===== src/rtl/pipe_pkg.sv =====
`default_nettype none
// ============================================================================
// Module   : pipe_pkg
// Brief    : Shared pipeline-boundary types and per-boundary widths/NOP values.
// Revision : 1.0 - initial release
// ============================================================================
package pipe_pkg;

    typedef enum logic [1:0] {
        ST_EMPTY = 2'b00,
        ST_MAIN  = 2'b01,
        ST_FULL  = 2'b10
    } skid_state_t;

    localparam int IF_ID_CTRL_W  = 8;
    localparam int IF_ID_DATA_W  = 64;
    localparam int ID_EX_CTRL_W  = 24;
    localparam int ID_EX_DATA_W  = 96;
    localparam int EX_MEM_CTRL_W = 16;
    localparam int EX_MEM_DATA_W = 96;
    localparam int MEM_WB_CTRL_W = 8;
    localparam int MEM_WB_DATA_W = 64;

    localparam logic [IF_ID_CTRL_W-1:0]  IF_ID_NOP_CTRL  = '0;
    localparam logic [ID_EX_CTRL_W-1:0]  ID_EX_NOP_CTRL  = '0;
    localparam logic [EX_MEM_CTRL_W-1:0] EX_MEM_NOP_CTRL = '0;
    localparam logic [MEM_WB_CTRL_W-1:0] MEM_WB_NOP_CTRL = '0;

endpackage
`default_nettype wire


===== src/rtl/pipe_skid_slot.sv =====
`default_nettype none
// ============================================================================
// Module   : pipe_skid_slot
// Brief    : One valid/ctrl/data holding register; clear beats load.
// Revision : 1.0 - initial release
// ============================================================================
module pipe_skid_slot
    import pipe_pkg::*;
#(
    parameter int                CTRL_W   = 24,
    parameter int                DATA_W   = 96,
    parameter logic [CTRL_W-1:0] NOP_CTRL = {CTRL_W{1'b0}}
) (
    input  logic              clk,
    input  logic              rst,
    input  logic              i_load,
    input  logic              i_clear,
    input  logic [CTRL_W-1:0] i_ctrl,
    input  logic [DATA_W-1:0] i_data,
    output logic              o_valid,
    output logic [CTRL_W-1:0] o_ctrl,
    output logic [DATA_W-1:0] o_data
);

    logic              r_valid;
    logic [CTRL_W-1:0] r_ctrl;
    logic [DATA_W-1:0] r_data;

    // Data is deliberately left alone on clear; only control is bubbled.
    always_ff @(posedge clk) begin
        if (rst) begin
            r_valid <= 1'b0;
            r_ctrl  <= NOP_CTRL;
            r_data  <= '0;
        end else if (i_clear) begin
            r_valid <= 1'b0;
            r_ctrl  <= NOP_CTRL;
        end else if (i_load) begin
            r_valid <= 1'b1;
            r_ctrl  <= i_ctrl;
            r_data  <= i_data;
        end
    end

    assign o_valid = r_valid;
    assign o_ctrl  = r_ctrl;
    assign o_data  = r_data;

endmodule
`default_nettype wire


===== src/rtl/pipe_stage_reg.sv =====
`default_nettype none
// ============================================================================
// Module   : pipe_stage_reg
// Brief    : Ready/valid pipeline stage register with flush and optional skid.
//            Define PIPE_STAGE_PERF_EN to add stall/bubble counters.
// Revision : 1.0 - initial release
// ============================================================================
module pipe_stage_reg
    import pipe_pkg::*;
#(
    parameter int                CTRL_W   = 24,
    parameter int                DATA_W   = 96,
    parameter logic [CTRL_W-1:0] NOP_CTRL = {CTRL_W{1'b0}},
    parameter int                SKID     = 1
) (
    input  logic              clk,
    input  logic              rst,
    input  logic              in_valid,
    output logic              in_ready,
    input  logic [CTRL_W-1:0] in_ctrl,
    input  logic [DATA_W-1:0] in_data,
    input  logic              flush,
    output logic              out_valid,
    input  logic              out_ready,
    output logic [CTRL_W-1:0] out_ctrl,
    output logic [DATA_W-1:0] out_data
`ifdef PIPE_STAGE_PERF_EN
    ,
    output logic [15:0]       stall_cnt,
    output logic [15:0]       bubble_cnt
`endif
);

    logic              w_in_fire;
    logic              w_out_fire;
    logic              w_main_load;
    logic              w_main_clear;
    logic [CTRL_W-1:0] w_main_ctrl_d;
    logic [DATA_W-1:0] w_main_data_d;

    assign w_in_fire  = in_valid & in_ready;
    assign w_out_fire = out_valid & out_ready;

    pipe_skid_slot #(
        .CTRL_W   (CTRL_W),
        .DATA_W   (DATA_W),
        .NOP_CTRL (NOP_CTRL)
    ) u_main (
        .clk     (clk),
        .rst     (rst),
        .i_load  (w_main_load),
        .i_clear (w_main_clear),
        .i_ctrl  (w_main_ctrl_d),
        .i_data  (w_main_data_d),
        .o_valid (out_valid),
        .o_ctrl  (out_ctrl),
        .o_data  (out_data)
    );

    generate
        if (SKID != 0) begin : g_skid
            skid_state_t       r_state;
            skid_state_t       w_state_nxt;
            logic              r_in_ready;
            logic              w_skid_load;
            logic              w_skid_clear;
            logic              w_skid_valid;
            logic [CTRL_W-1:0] w_skid_ctrl;
            logic [DATA_W-1:0] w_skid_data;

            pipe_skid_slot #(
                .CTRL_W   (CTRL_W),
                .DATA_W   (DATA_W),
                .NOP_CTRL (NOP_CTRL)
            ) u_skid (
                .clk     (clk),
                .rst     (rst),
                .i_load  (w_skid_load),
                .i_clear (w_skid_clear),
                .i_ctrl  (in_ctrl),
                .i_data  (in_data),
                .o_valid (w_skid_valid),
                .o_ctrl  (w_skid_ctrl),
                .o_data  (w_skid_data)
            );

            // in_ready comes straight from a flop so upstream sees no comb path.
            always_ff @(posedge clk) begin
                if (rst || flush) begin
                    r_state    <= ST_EMPTY;
                    r_in_ready <= 1'b1;
                end else begin
                    r_state    <= w_state_nxt;
                    r_in_ready <= (w_state_nxt != ST_FULL);
                end
            end

            always_comb begin
                w_state_nxt   = r_state;
                w_main_load   = 1'b0;
                w_main_clear  = flush;
                w_main_ctrl_d = in_ctrl;
                w_main_data_d = in_data;
                w_skid_load   = 1'b0;
                w_skid_clear  = flush;
                case (r_state)
                    ST_EMPTY: begin
                        if (w_in_fire) begin
                            w_main_load = 1'b1;
                            w_state_nxt = ST_MAIN;
                        end
                    end
                    ST_MAIN: begin
                        if (w_in_fire && w_out_fire) begin
                            w_main_load = 1'b1;
                        end else if (w_in_fire) begin
                            w_skid_load = 1'b1;
                            w_state_nxt = ST_FULL;
                        end else if (w_out_fire) begin
                            w_main_clear = 1'b1;
                            w_state_nxt  = ST_EMPTY;
                        end
                    end
                    ST_FULL: begin
                        if (w_out_fire) begin
                            w_main_load   = w_skid_valid;
                            w_main_ctrl_d = w_skid_ctrl;
                            w_main_data_d = w_skid_data;
                            w_skid_clear  = 1'b1;
                            w_state_nxt   = ST_MAIN;
                        end
                    end
                    default: w_state_nxt = ST_EMPTY;
                endcase
            end

            assign in_ready = r_in_ready;
        end else begin : g_direct
            assign in_ready = out_ready | ~out_valid;

            always_comb begin
                w_main_load   = w_in_fire;
                w_main_clear  = flush | (w_out_fire & ~w_in_fire);
                w_main_ctrl_d = in_ctrl;
                w_main_data_d = in_data;
            end
        end
    endgenerate

`ifdef PIPE_STAGE_PERF_EN
    logic [15:0] r_stall_cnt;
    logic [15:0] r_bubble_cnt;

    always_ff @(posedge clk) begin
        if (rst) begin
            r_stall_cnt  <= 16'h0000;
            r_bubble_cnt <= 16'h0000;
        end else begin
            if (out_valid && !out_ready && (r_stall_cnt != 16'hFFFF))
                r_stall_cnt <= r_stall_cnt + 16'h0001;
            if (!out_valid && (r_bubble_cnt != 16'hFFFF))
                r_bubble_cnt <= r_bubble_cnt + 16'h0001;
        end
    end

    assign stall_cnt  = r_stall_cnt;
    assign bubble_cnt = r_bubble_cnt;
`endif

endmodule
`default_nettype wire


===== config.mk =====
export PLATFORM = sky130hd
export DESIGN_NAME = pipe_stage_reg
export DESIGN_NICKNAME = d
export VERILOG_FILES = /design/src/rtl/pipe_pkg.sv /design/src/rtl/pipe_skid_slot.sv /design/src/rtl/pipe_stage_reg.sv
export SDC_FILE = /design/constraint.sdc
export NUM_CORES = 1
export LEC_CHECK = 0
export CORE_MARGIN = 1.5
export CORE_UTILIZATION = 49
export DETAILED_ROUTE_END_ITERATION = 8
export PLACE_DENSITY = 0.79
export RECOVER_POWER = 100
export SYNTH_ARGS = -nofsm -noshare
export SYNTH_HDL_FRONTEND = slang
export SYNTH_SLANG_ARGS = --single-unit

===== constraint.sdc =====
create_clock -name clk -period 2.3 [get_ports clk]
set_clock_uncertainty 0.05 [all_clocks]
set_input_delay 0.23 -clock clk [delete_from_list [all_inputs] [get_ports clk]]
set_output_delay 0.23 -clock clk [all_outputs]
set_load 0.01 [all_outputs]

**Run 1: pin placement**

Bar = 50 um. Pins as bars across the die edge, other pins in grey.
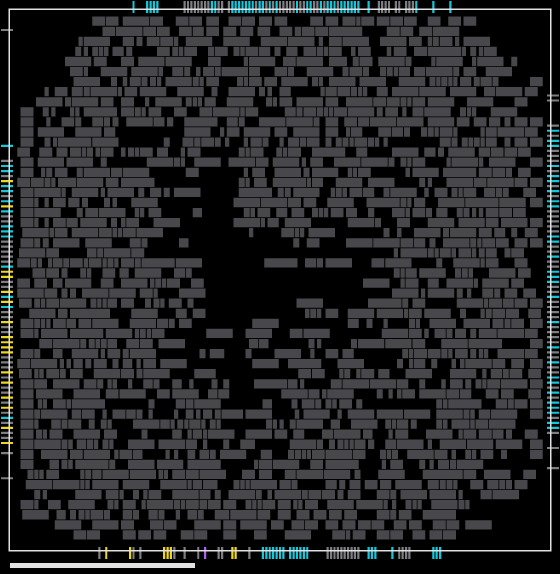
cyan -> in_data  # pins 96, direction input, edge 35 top, 27 right, 20 bottom, 14 left
yellow -> out_ctrl  # pins 24, direction output, edge 17 left, 7 bottom
purple -> in_ready  # pins 1, direction output, edge bottom
all pins by edge = 69 top, 66 right, 61 left, 51 bottom
die height: 146 um
port buffer count: 246
Die Wd: 146 um

**Run 1: zoomed window**

Bar = 20 um. Window x 48 to 98, y 77 to 127 um. Cells in grey, sequential cells in the stronger grey; small squares are vias.
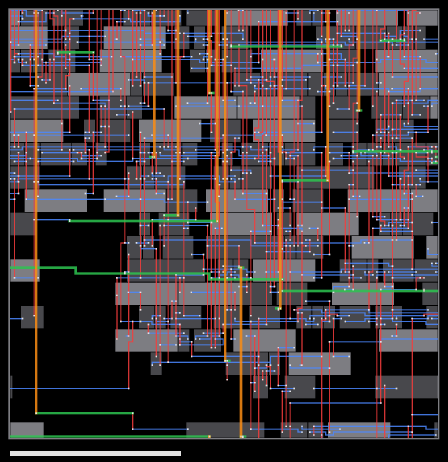
green -> M3
red -> M2
orange -> M4
blue -> M1
netlist names of flops here include = g_skid.u_skid.o_data (16), u_main.o_data (16)
cells with their middle in the window = 159
sequential cells in the window = 32
most frequent = nand2_1 (35), dfxtp_1 (32), a21oi_1 (19)

==> impl_metrics.env, run 1 <==
# physical design summary
export IMPL_cts_sinks=245
export IMPL_slew_violations=0
export IMPL_fmax_mhz=480
export IMPL_critPathRequiredTime_ns=2.65
export IMPL_clk_pin_slew_ns=0.06
export IMPL_use_met1=0.313
export IMPL_num_nets_final=1431
export IMPL_syn_inst=1115
export IMPL_drv_cap=0
export IMPL_cts_tree="yes"
export IMPL_drt_total_wl_um=27600
export IMPL_status="finished clean"
export IMPL_clk_latency_ns=0.51
export IMPL_worstSetupPathType="register to register"
export IMPL_gr_total_overflow=0
export IMPL_cp_buffers_inverters=1
export IMPL_yosys_register_bits=245
export IMPL_yosys_area_top_type_share=0.491
export IMPL_grt_start_max_net_pins=132
export IMPL_slowest_delay_ns=0.45
export IMPL_cp_arrival_ns=2.43
export IMPL_fin_crit_ns=2.08
export IMPL_irDropWorstVdd_v=0.000557
export IMPL_grt_usage=0.250
export IMPL_cts_buffers=25
export IMPL_p_total_uw=9740
export IMPL_drive_gt1_frac=0.0574
export IMPL_nFillCells=1590
export IMPL_use_met2=0.427
export IMPL_grt_pass1_vias=8664
export IMPL_path_max_fanout=63
export IMPL_place_area_um2=12700
export IMPL_logic_area_um2=4550
export IMPL_yosys_top_cells_area="dfxtp_1, mux2i_1, nand2_1, a311oi_1, a21oi_1"
export IMPL_clock_tree_root_cell="clkbuf_16"
export IMPL_yosysChipArea_um2=10000
export IMPL_coreArea_um2=20100
export IMPL_fp_nets=1240
export IMPL_antenna_found_initial=1
export IMPL_top_cell="nand2_1"
**Run 1: clock wiring as the flow saved it**

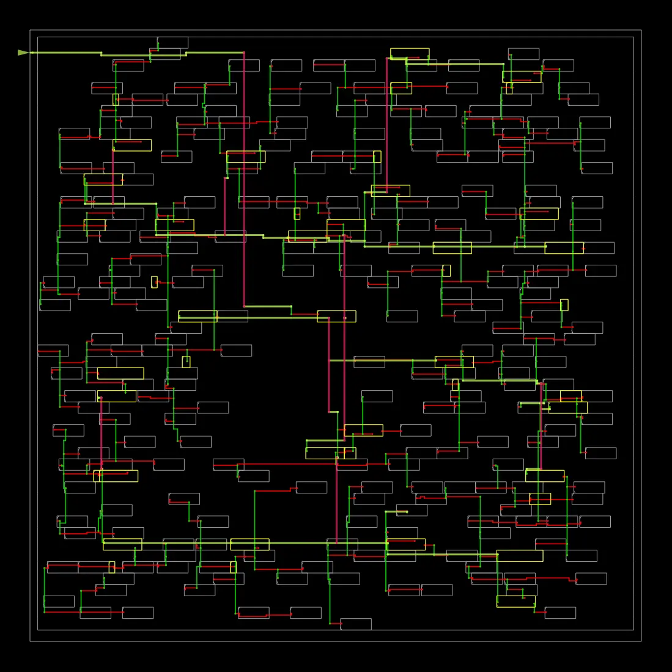
CLK BUF: 37
power in the clock group: 3970 uW

[run 1: final cells by class]
| class | count | area share |
|---|---|---|
| flip-flops and latches | 245 | 0.365 |
| multi-input cells | 753 | 0.339 |
| repair buffers | 279 | 0.212 |
| clock buffers | 37 | 0.0528 |
| well taps | 270 | 0.0251 |
| clock inverters | 7 | 0.00651 |
| inverters | 2 | 0.000651 |
| diodes | 1 | 0.000186 |
[run 1: final timing paths]
path | start | to | slack [ns] | depth (start not counted)
setup / recovery | g_skid.r_state[1] | u_main.o_data[13] | 0.22 | 5
hold / removal | in_data[84] | g_skid.u_skid.o_data[84] | 0.24 | 3
hold reg to reg | g_skid.u_skid.o_data[20] | g_skid.u_skid.o_data[20] | 0.40 | 2
setup reg to reg | g_skid.r_state[1] | u_main.o_data[13] | 0.22 | 5
[run 1: registers in the layout (all words and copies together) (netlist names)]
register and flops:
g_skid.u_skid.o_data 96, g_skid.u_skid.o_ctrl 24, g_skid.r_state 2, u_main.o_ctrl 24, in_ready 1, g_skid.u_skid.o_valid 1, u_main.o_valid 1, u_main.o_data 96
[run 1: through the flow]
step	setup WS, ns	utilization
2_1_floorplan	0.561	-
3_3_place_gp	0.183	0.631
3_5_place_dp	0.0968	0.631
4_1_cts	0.305	0.671
5_1_grt	0.100	0.669
6_report	0.218	0.669
[run 1: logic make-up (layout without fill, tap and decap cells)]
logic type,after synthesis,in the layout,synth area share
mux,120,120,0.120
other cells,0,1,0
simple gates,388,388,0.167
flops,245,245,0.491
compound gates,245,245,0.166
buf+inv,117,325,0.0563
[run 1: routing by layer]
layer | wire, um | vias up
li1 | - | 4392
met1 | 11400 | 4282
met2 | 13400 | 310
met3 | 2190 | 47
met4 | 636 | 0
met5 | 0 | -
[run 1: tightest hold or removal path, delay by kind of cell]
kind,cells,cell delay [ns]
AND-OR/OR-AND,1,0.05
AND/OR/NAND/NOR,1,0.06
buffers and inverters,1,0.42
[run 1: power by group]
| part | total [uW] | internal (uW) | switching [uW] |
|---|---|---|---|
| combinational | 1250 | 633 | 620 |
| clock | 3970 | 2350 | 1610 |
| sequential | 4520 | 4430 | 97.8 |
[run 1: layout by cell type (no fill, tap or decap), drive strengths merged, types with 2 or more instances in the layout]
master	synthesis	final
a211oi	25	25
a21oi	123	123
a311oi	96	96
buf	54	28
bufinv	0	2
clkbuf	61	42
clkdlybuf4s50	0	123
clkinv	1	5
dfxtp	245	245
dlygate4sd3	0	123
mux2i	120	120
nand2	246	246
nand2b	2	2
nand3	3	3
nand4b	2	2
nor2	7	7
nor3	122	122
or2	2	2
[run 1: what timing repair did]
action,4_1_cts,5_1_grt
endpoints found under the hold margin,8,0
hold buffers,1,0
gates resized,0,0
**Run 1: met1 routing**

Bar = 50 um.
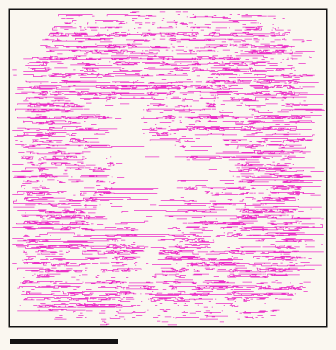

==> run 1 -> run 2 <==
==> constraint.sdc (replaced) <==
create_clock -name clk -period 2.3 [get_ports clk]
set_clock_uncertainty 0.05 [all_clocks]
set_input_delay 0.345 -clock clk [delete_from_list [all_inputs] [get_ports clk]]
set_output_delay 0.345 -clock clk [all_outputs]
set_load 0.01 [all_outputs]
**Run 2: met1 routing**

Bar = 50 um.
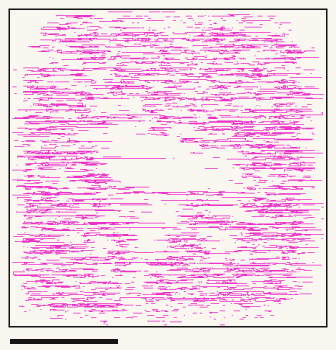
main direction = horizontal
share of all routed wire = 41%
nets with wire on the layer = 1273
DRT Wirelength: 27600 um
via count: 9032

**Run 2: clock wiring as the flow saved it**

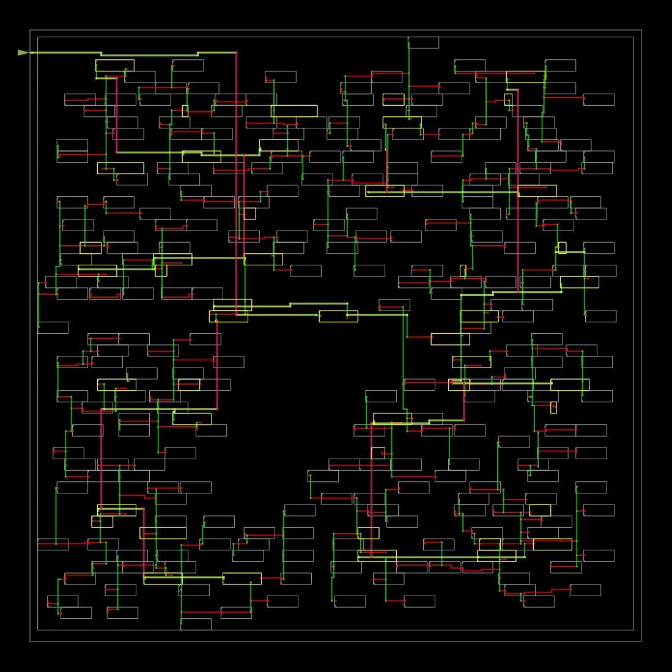
CTS Sinks: 245
clk ins delay skew pair: 0.51 ns
CTS Buf Count: 26

==> impl_metrics.env, run 2 <==
# physical design summary
export IMPL_status="finished clean"
export IMPL_fin_crit_ns=2.05
export IMPL_slew_violations=0
export IMPL_cp_arrival_ns=2.41
export IMPL_pwr_share_clk=0.431
export IMPL_seqPwrFrac=0.445
export IMPL_cts_tree="yes"
export IMPL_critPathRequiredTime_ns=2.66
export IMPL_final_util=0.675
export IMPL_syn_inst=1115
export IMPL_cts_repair_resized=0
export IMPL_nFillCells=1608
export IMPL_coreArea_um2=20100
export IMPL_num_nets_final=1430
export IMPL_yosys_register_bits=245
export IMPL_irDropWorstVdd_v=0.000508
export IMPL_ctsHoldBuffers=0
export IMPL_grt_usage=0.254
export IMPL_power_switching_uw=2370
export IMPL_yosys_top_cells_area="dfxtp_1, mux2i_1, nand2_1, a311oi_1, a21oi_1"
export IMPL_drv_cap=0
export IMPL_internal_power_uw=7790
export IMPL_path_max_fanout=7
export IMPL_yosys_area_top_type_share=0.491
export IMPL_clk_pin_slew_ns=0.06
export IMPL_place_area_um2=12700
export IMPL_gr_total_overflow=0
export IMPL_fmax_mhz=488
export IMPL_fp_nets=1240
export IMPL_yosysChipArea_um2=10000
export IMPL_antenna_found_initial=1
export IMPL_numPortBuffers=246
export IMPL_grt_pass1_vias=8891
export IMPL_p_total_uw=10200
export IMPL_lay_top_count="nand2_1"
export IMPL_top_cell="nand2_1"
export IMPL_pwr_share_comb=0.123
export IMPL_worstSetupPathType="register to register"
export IMPL_grt_start_max_net_pins=126
export IMPL_clock_tree_root_cell="clkbuf_16"
[run 2: cell counts after synthesis]
Identical to the previous run, type by type.
[run 2: power by group through the flow]
stage,Sequential [uW],Clock (uW),Combinational [uW]
after floorplan,4680,0,534
after global placement,4620,0,1290
after detailed placement,4630,0,1310
after CTS,4540,4460,1320
after global routing,4550,4660,1350
final,4530,4390,1250
[run 2: area by class of cell]
class,instances,area (um2),share of cell area
clock inverters,8,124,0.00913
well taps,270,338,0.0249
diodes,1,2.50,0.000184
multi-input cells,753,4560,0.336
repair buffers,277,2840,0.209
inverters,2,8.76,0.000645
flip-flops and latches,245,4900,0.361
clock buffers,38,797,0.0587
[run 2: final timing paths]
path | cells past startpoint | to | slack, ns | startpoint
worst max-delay path | 6 | u_main.o_data[57] | 0.25 | g_skid.r_state[1]
worst min-delay path | 2 | g_skid.u_skid.o_data[62] | 0.02 | rst
worst max register to register | 6 | u_main.o_data[57] | 0.25 | g_skid.r_state[1]
worst min register to register | 2 | g_skid.u_skid.o_data[20] | 0.40 | g_skid.u_skid.o_data[20]
[run 2: per-stage QoR]
stage	setup WS [ns]	TNS (ns)
6_report	0.252	0
5_1_grt	0.154	0
4_1_cts	0.322	0
3_5_place_dp	-0.00530	-0.00530
3_3_place_gp	0.0702	0
2_1_floorplan	0.561	0
[run 2: kinds of logic (layout without fill, tap and decap cells)]
family | Yosys count | in the layout | share of synthesized area
simple gates | 388 | 388 | 0.167
mux | 120 | 120 | 0.120
flops | 245 | 245 | 0.491
other cells | 0 | 1 | 0
buf+inv | 117 | 325 | 0.0563
compound gates | 245 | 245 | 0.166
[run 2: critical path, stage by stage (launching register included)]
cell and delay, ns:
dfxtp_1 0.42, nand4_1 0.24, a211oi_4 0.37, buf_4 0.21, clkbuf_1 0.27, nor3_1 0.11, a311oi_1 0.27
[run 2: metal layers]
metal / vias to the layer above / share of wire / track usage
li1: 4370 / - / -
met1: 4306 / 0.41 / 0.309
met2: 299 / 0.49 / 0.444
met3: 57 / 0.074 / 0.0596
met4: 0 / 0.029 / 0.0827
met5: - / 0 / 0
Power is estimated from default activity; no workload was simulated.
